<file path="config.mk">
export PLATFORM = sky130hd
export DESIGN_NAME = alu_operand_sequencer
export DESIGN_NICKNAME = d
export VERILOG_FILES = /design/src/rtl/alu_operand_sequencer.sv
export SDC_FILE = /design/constraint.sdc
export NUM_CORES = 1
export LEC_CHECK = 0
export CAP_MARGIN = 40
export CORE_MARGIN = 2
export CORE_UTILIZATION = 38
export DETAILED_ROUTE_END_ITERATION = 8
export PLACE_DENSITY = 0.77
export SLEW_MARGIN = 0
export SYNTH_ARGS = -nofsm -noshare
export SYNTH_HDL_FRONTEND = slang
export SYNTH_SLANG_ARGS = --single-unit
</file>
<file path="constraint.sdc">
create_clock -name clk -period 1.2 [get_ports clk]
set_input_delay 0.24 -clock clk [delete_from_list [all_inputs] [get_ports clk]]
set_output_delay 0.24 -clock clk [all_outputs]
set_load 0.01 [all_outputs]
</file>
<file path="src/rtl/alu_operand_sequencer.sv">
// Multicycle control FSM for a restricted MIPS-like subset (add/sub/and/addm/addi/beq).
// Drives ALU operand-select muxes, ALU operation and datapath write enables; flags illegal opcodes.
module alu_operand_sequencer #(
    parameter int MEM_WAIT = 2
) (
    input  logic       clk,
    input  logic       reset,
    input  logic [5:0] opcode,
    input  logic [5:0] funct,
    input  logic       zero,
    output logic       ALUSrcA,
    output logic [2:0] ALUSrcB,
    output logic [2:0] ALUCtrl,
    output logic       MemRead,
    output logic       IorD,
    output logic       IRWrite,
    output logic       MDRWrite,
    output logic       PCWrite,
    output logic       PCSource,
    output logic       ALUOutWrite,
    output logic       RegWrite,
    output logic       RegDst,
    output logic       illegal_op
);
    typedef enum logic [3:0] {
        S_RST     = 4'd0,
        S_FETCH   = 4'd1,
        S_DECODE  = 4'd2,
        S_R_EXEC  = 4'd3,
        S_R_WB    = 4'd4,
        S_I_EXEC  = 4'd5,
        S_I_WB    = 4'd6,
        S_MEM_RD  = 4'd7,
        S_M_EXEC  = 4'd8,
        S_BEQ     = 4'd9,
        S_ILLEGAL = 4'd10
    } state_t;

    localparam logic [2:0] OP_IDLE = 3'b000;
    localparam logic [2:0] OP_ADD  = 3'b001;
    localparam logic [2:0] OP_SUB  = 3'b010;
    localparam logic [2:0] OP_AND  = 3'b011;

    localparam logic [2:0] SRCB_B    = 3'b000;
    localparam logic [2:0] SRCB_FOUR = 3'b001;
    localparam logic [2:0] SRCB_SHL2 = 3'b010;
    localparam logic [2:0] SRCB_SEXT = 3'b011;
    localparam logic [2:0] SRCB_MDR  = 3'b100;

    localparam logic [2:0] WAIT_LAST = 3'(MEM_WAIT - 1);

    state_t     state_q, state_d;
    logic [2:0] cnt_q, cnt_d;
    logic [2:0] rop_q, rop_d;
    logic       wait_done;

    assign wait_done = (cnt_q == WAIT_LAST);

    always_ff @(posedge clk or posedge reset) begin
        if (reset) begin
            state_q <= S_RST;
            cnt_q   <= 3'd0;
            rop_q   <= OP_IDLE;
        end else begin
            state_q <= state_d;
            cnt_q   <= cnt_d;
            rop_q   <= rop_d;
        end
    end

    // Counter holds zero outside the memory states, so every entry into them starts at 0.
    always_comb begin
        state_d = state_q;
        cnt_d   = 3'd0;
        rop_d   = rop_q;
        case (state_q)
            S_RST:   state_d = S_FETCH;
            S_FETCH: begin
                if (wait_done) state_d = S_DECODE;
                else           cnt_d   = cnt_q + 3'd1;
            end
            S_DECODE: begin
                case (opcode)
                    6'h00: begin
                        case (funct)
                            6'h20: begin state_d = S_R_EXEC; rop_d = OP_ADD; end
                            6'h22: begin state_d = S_R_EXEC; rop_d = OP_SUB; end
                            6'h24: begin state_d = S_R_EXEC; rop_d = OP_AND; end
                            6'h05: state_d = S_MEM_RD;
                            default: state_d = S_ILLEGAL;
                        endcase
                    end
                    6'h08:   state_d = S_I_EXEC;
                    6'h04:   state_d = S_BEQ;
                    default: state_d = S_ILLEGAL;
                endcase
            end
            S_R_EXEC: state_d = S_R_WB;
            S_I_EXEC: state_d = S_I_WB;
            S_MEM_RD: begin
                if (wait_done) state_d = S_M_EXEC;
                else           cnt_d   = cnt_q + 3'd1;
            end
            S_M_EXEC: state_d = S_R_WB;
            default:  state_d = S_FETCH;
        endcase
    end

    always_comb begin
        ALUSrcA     = 1'b0;
        ALUSrcB     = SRCB_B;
        ALUCtrl     = OP_IDLE;
        MemRead     = 1'b0;
        IorD        = 1'b0;
        IRWrite     = 1'b0;
        MDRWrite    = 1'b0;
        PCWrite     = 1'b0;
        PCSource    = 1'b0;
        ALUOutWrite = 1'b0;
        RegWrite    = 1'b0;
        RegDst      = 1'b0;
        illegal_op  = 1'b0;
        case (state_q)
            S_FETCH: begin
                MemRead = 1'b1;
                ALUSrcB = SRCB_FOUR;
                ALUCtrl = OP_ADD;
                IRWrite = wait_done;
                PCWrite = wait_done;
            end
            S_DECODE: begin
                ALUSrcB     = SRCB_SHL2;
                ALUCtrl     = OP_ADD;
                ALUOutWrite = 1'b1;
            end
            S_R_EXEC: begin
                ALUSrcA     = 1'b1;
                ALUCtrl     = rop_q;
                ALUOutWrite = 1'b1;
            end
            S_R_WB: begin
                RegWrite = 1'b1;
                RegDst   = 1'b1;
            end
            S_I_EXEC: begin
                ALUSrcA     = 1'b1;
                ALUSrcB     = SRCB_SEXT;
                ALUCtrl     = OP_ADD;
                ALUOutWrite = 1'b1;
            end
            S_I_WB: RegWrite = 1'b1;
            S_MEM_RD: begin
                MemRead  = 1'b1;
                IorD     = 1'b1;
                MDRWrite = wait_done;
            end
            S_M_EXEC: begin
                ALUSrcA     = 1'b1;
                ALUSrcB     = SRCB_MDR;
                ALUCtrl     = OP_ADD;
                ALUOutWrite = 1'b1;
            end
            // Branch decision is the only Mealy path: PCWrite follows the live zero flag.
            S_BEQ: begin
                ALUSrcA  = 1'b1;
                ALUCtrl  = OP_SUB;
                PCSource = 1'b1;
                PCWrite  = zero;
            end
            S_ILLEGAL: illegal_op = 1'b1;
            default: ;
        endcase
    end
endmodule

</file>
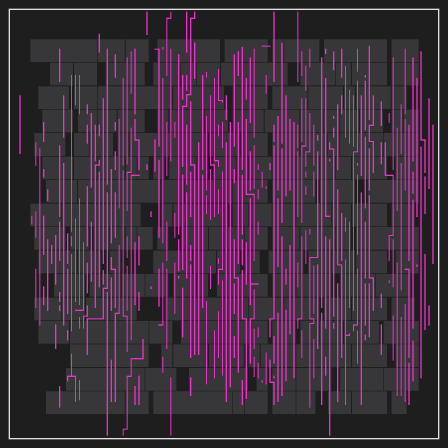
Figure 1: signal wires on met2.
Cells faint in the background.
nets with wire on the layer: 183
wire length on this layer: 2160 um
share of all routed wire: 48%
main direction: vertical

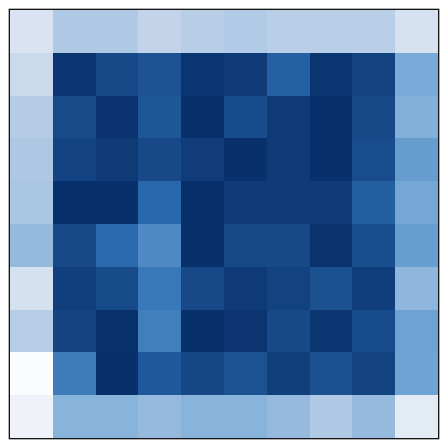
Figure 2: local utilization.
The die is cut into 10 by 10 equal tiles; white is low, dark blue is high, 0 to 100% covered.
fullest tile: 100%
nearly empty tiles: 1.0%
densest ninth of the die: centre
tiles over 75% full: 60%
Finished Core Util: 90.63%
core area: 1962 um^2
FP Core Util: 40.24%

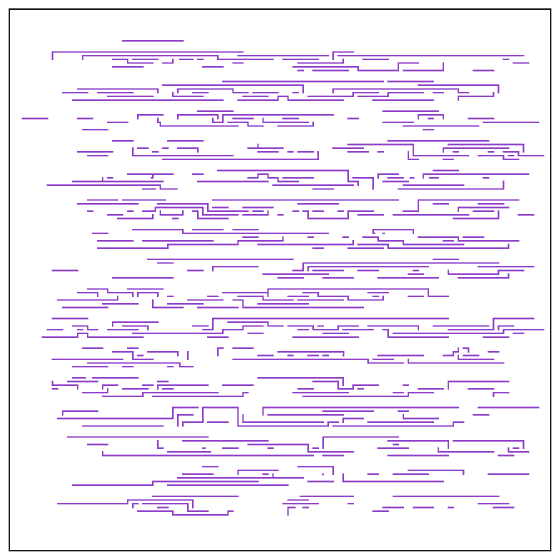
Figure 3: the metal 1 layer.
wire length on this layer: 1660 um
main direction: horizontal

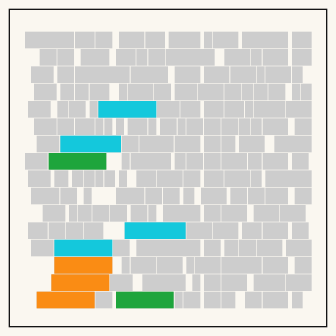
Figure 4: where the registers sit.
Other cells in grey.
legend:
  state_q:
    colour: cyan
    placed_flops: 4
  cnt_q:
    colour: orange
    placed_flops: 3
  rop_q:
    colour: green
    placed_flops: 2
flop share of the area: 12.81%
Flop area: 227.7 um^2
Seq power: 557 uW

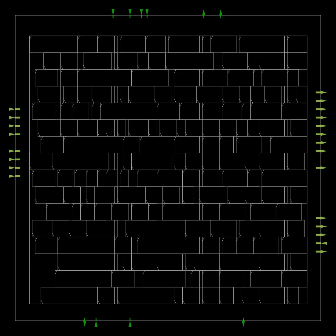
Figure 5: placement view.
Seq cells: 9
well tap count: 27

==> run_results.csv <==
group,metric,value,unit
run_status,status,"complete, but fails checks",
run_status,violations,"setup timing",
synthesis,synth.avg_cell_area,8.139,um^2
run,max_cap_viol_count,0,
synthesis,most_common_cell,"nor2_1",
layout,areaGrowthSynthToFinish,125.2,%
clock_network,htreeDepth,1,
floorplan,die_h,49.58,um
synthesis,simple_gate_share,36.29,%
min_path,hp-class,"in -> async",
critical_path,cpMaxStageDelayCell,"dfrtp_2",
layout,nets,195,
floorplan,rows,16,
critical_path,cp-start-kind,"register",
floorplan,io_pins,32,
timing,layout_min_cycle_time,1.818,ns
synthesis,synthTopCellsByArea,"dfrtp_1 (29%), nor2_1 (6.2%), a21oi_1 (3.8%)",
critical_path,path_buffers,4,
timing,finClkSkew,0.007112,ns
critical_path,worstSetupEndpointType,"output pin",
synthesis,fp_nets,112,
critical_path,path_cells,"buf_4 > buf_6 > buf_6 > o21ai_1 > and3_1 > buf_2",
layout,post_layout_nonfiller_instances,206,
critical_path,worstRegToRegCells,6,
pwr,power_leakage,0.8392,nW
layout,diodes,0,
placement,hpwlAfterDp,1902,um
clock_network,clk_path_buf_depth,2,
grt,grt_max_degree,10,
placement,post_dp_cell_area,1365,um^2
synthesis,synth.distinct_cells,42,
synthesis,mux_area_share,1.268,%
grt,grt_pass1_vias,1179,
route,postRouteAntennaNets,0,
pwr,power,4.515,mW
route,firstDrtPassIters,4,
floorplan,dieArea,2458,um^2
layout,drive_gt1_share,64.25,%
synthesis,top_area_share,28.53,%
placement,routabilityCongestion,0.9337,
synthesis,ys_dominant_reg_cell,"dfrtp_1",
clock_network,cts_num_sinks,9,
floorplan,die_w,49.58,um
timing,maxClockFrequency,550.1,MHz
synthesis,synth_xor_xnor_area_share,4.437,%
synthesis,ys_seq_share,28.53,%
placement,dp.cells,180,
critical_path,r2r-start,"state_q[2]$_DFFE_PP0P_",
critical_path,r2r_slack,-0.46,ns
clock_network,clock-root-buffer,"clkbuf_4",
placement,pre_cts_ws,-0.6495,ns
clock_network,path_clk_slew,0.08,ns
placement,port-buffer-count,30,
timing,finalWorstSetupSlack,-0.6177,ns
route,wire_per_inst,22.10,um
timing,whs,0.2342,ns
critical_path,crit_path_start,"state_q[1]$_DFFE_PP0P_",
timing,fin_setup_tns,-11.01,ns
critical_path,cpMostUsedCell,"buf_6",
run,warning_count,29,
critical_path,max_stage_delay,0.47,ns
layout,n_fill_cell,87,
critical_path,crit_required,0.96,ns
grt,antenna_found_initial,0,
synthesis,synth-compound-area-share,21.08,%
synthesis,logic_family,"simple AND/OR/NAND/NOR gates",
synthesis,synthesis.area,789.5,um^2
critical_path,cp_max_fo,5,
route,wirelength,4552,um
timing,period_used_share,151.5,%
synthesis,edf_count,0,
critical_path,critPathCapture,"ALUCtrl[1]",
clock_network,clkLatencyLatePin,0.27,ns
synthesis,yosys_cells,97,
route,drcViolationCount,0,
grt,grt_use_total,31.45,%
layout,design_area,1778,um^2
clock_network,cts_tree,"done",
synthesis,async_reset_ff_share,100.0,%
pwr,ir_drop,2.093,mV
timing,setup_viol,25,
synthesis,ys.flops,9,
critical_path,cp_num_cells,6,
grt,grt_first_pass_wirelength,5837,um
route,routed-via-count,1196,
timing,rsz0062_at_grt,"true",
synthesis,yosys_area,789.5,um^2
synthesis,synth_area_leader_cell,"dfrtp_1",
route,drt_iter0_markers,56,
critical_path,regToRegEndpoint,"state_q[0]$_DFFE_PP0P_",
critical_path,arrival,1.58,ns
synthesis,yosysWarnings,0,
==> state kept, by name, summed over array words and instances, names as in the netlist <==
name,count
rop_q,2
cnt_q,3
state_q,4
==> cells in the final DEF, fill, tap and decap left out, types with 2 or more instances in the layout <==
master           synthesis  final
buf_4                    1     36
buf_6                    1     24
clkdlybuf4s50_1          0     10
buf_2                    2      8
nand2_1                  7      7
nor2_1                  13      7
dfrtp_1                  9      7
nor2_4                   0      6
inv_1                    7      4
dlygate4sd2_1            0      4
nor2b_1                  3      3
a21oi_1                  6      3
and3_4                   0      3
nand2b_4                 0      3
a21oi_2                  0      3
o21ai_1                  0      3
clkbuf_4                 0      3
nor4_4                   1      2
inv_4                    0      2
inv_2                    1      2
xor2_1                   3      2
nor3_4                   0      2
o21ai_2                  0      2
dfrtp_2                  0      2
==> repair_timing <==
action                                  CTS  global route
resized                                 121            14
pin swaps                                21             6
cloned                                    0             0
endpoints found under the setup margin   25            25
hold buffers                              0             0
buffers inserted                         21             8
==> cell type report <==
class | instances | share of cell area (%)
clock buffers | 3 | 1.267
clock inverters | 1 | 0.2815
inverters | 8 | 1.970
multi-input cells | 75 | 40.39
flip-flops and latches | 9 | 12.81
well taps | 27 | 1.900
repair buffers | 83 | 41.38
==> layer usage <==
metal  share of wire (%)  vias up  global-route usage (%)  routed length (um)
li1                    -      506                       -                   -
met5                   0        -                       0                   0
met3                 7.6       38                   5.758                 345
met2                  47       83                   58.00                2162
met1                  36      569                   34.23                1659
met4                 8.5        0                   14.81                 385
==> where the power goes <==
group          total (mW)  internal (mW)  switching (mW)
logic                3.70           1.93            1.77
registers           0.557          0.403           0.154
clock network       0.254          0.123           0.131
total                4.51           2.46            2.05
Power is estimated from default activity; no workload was simulated.
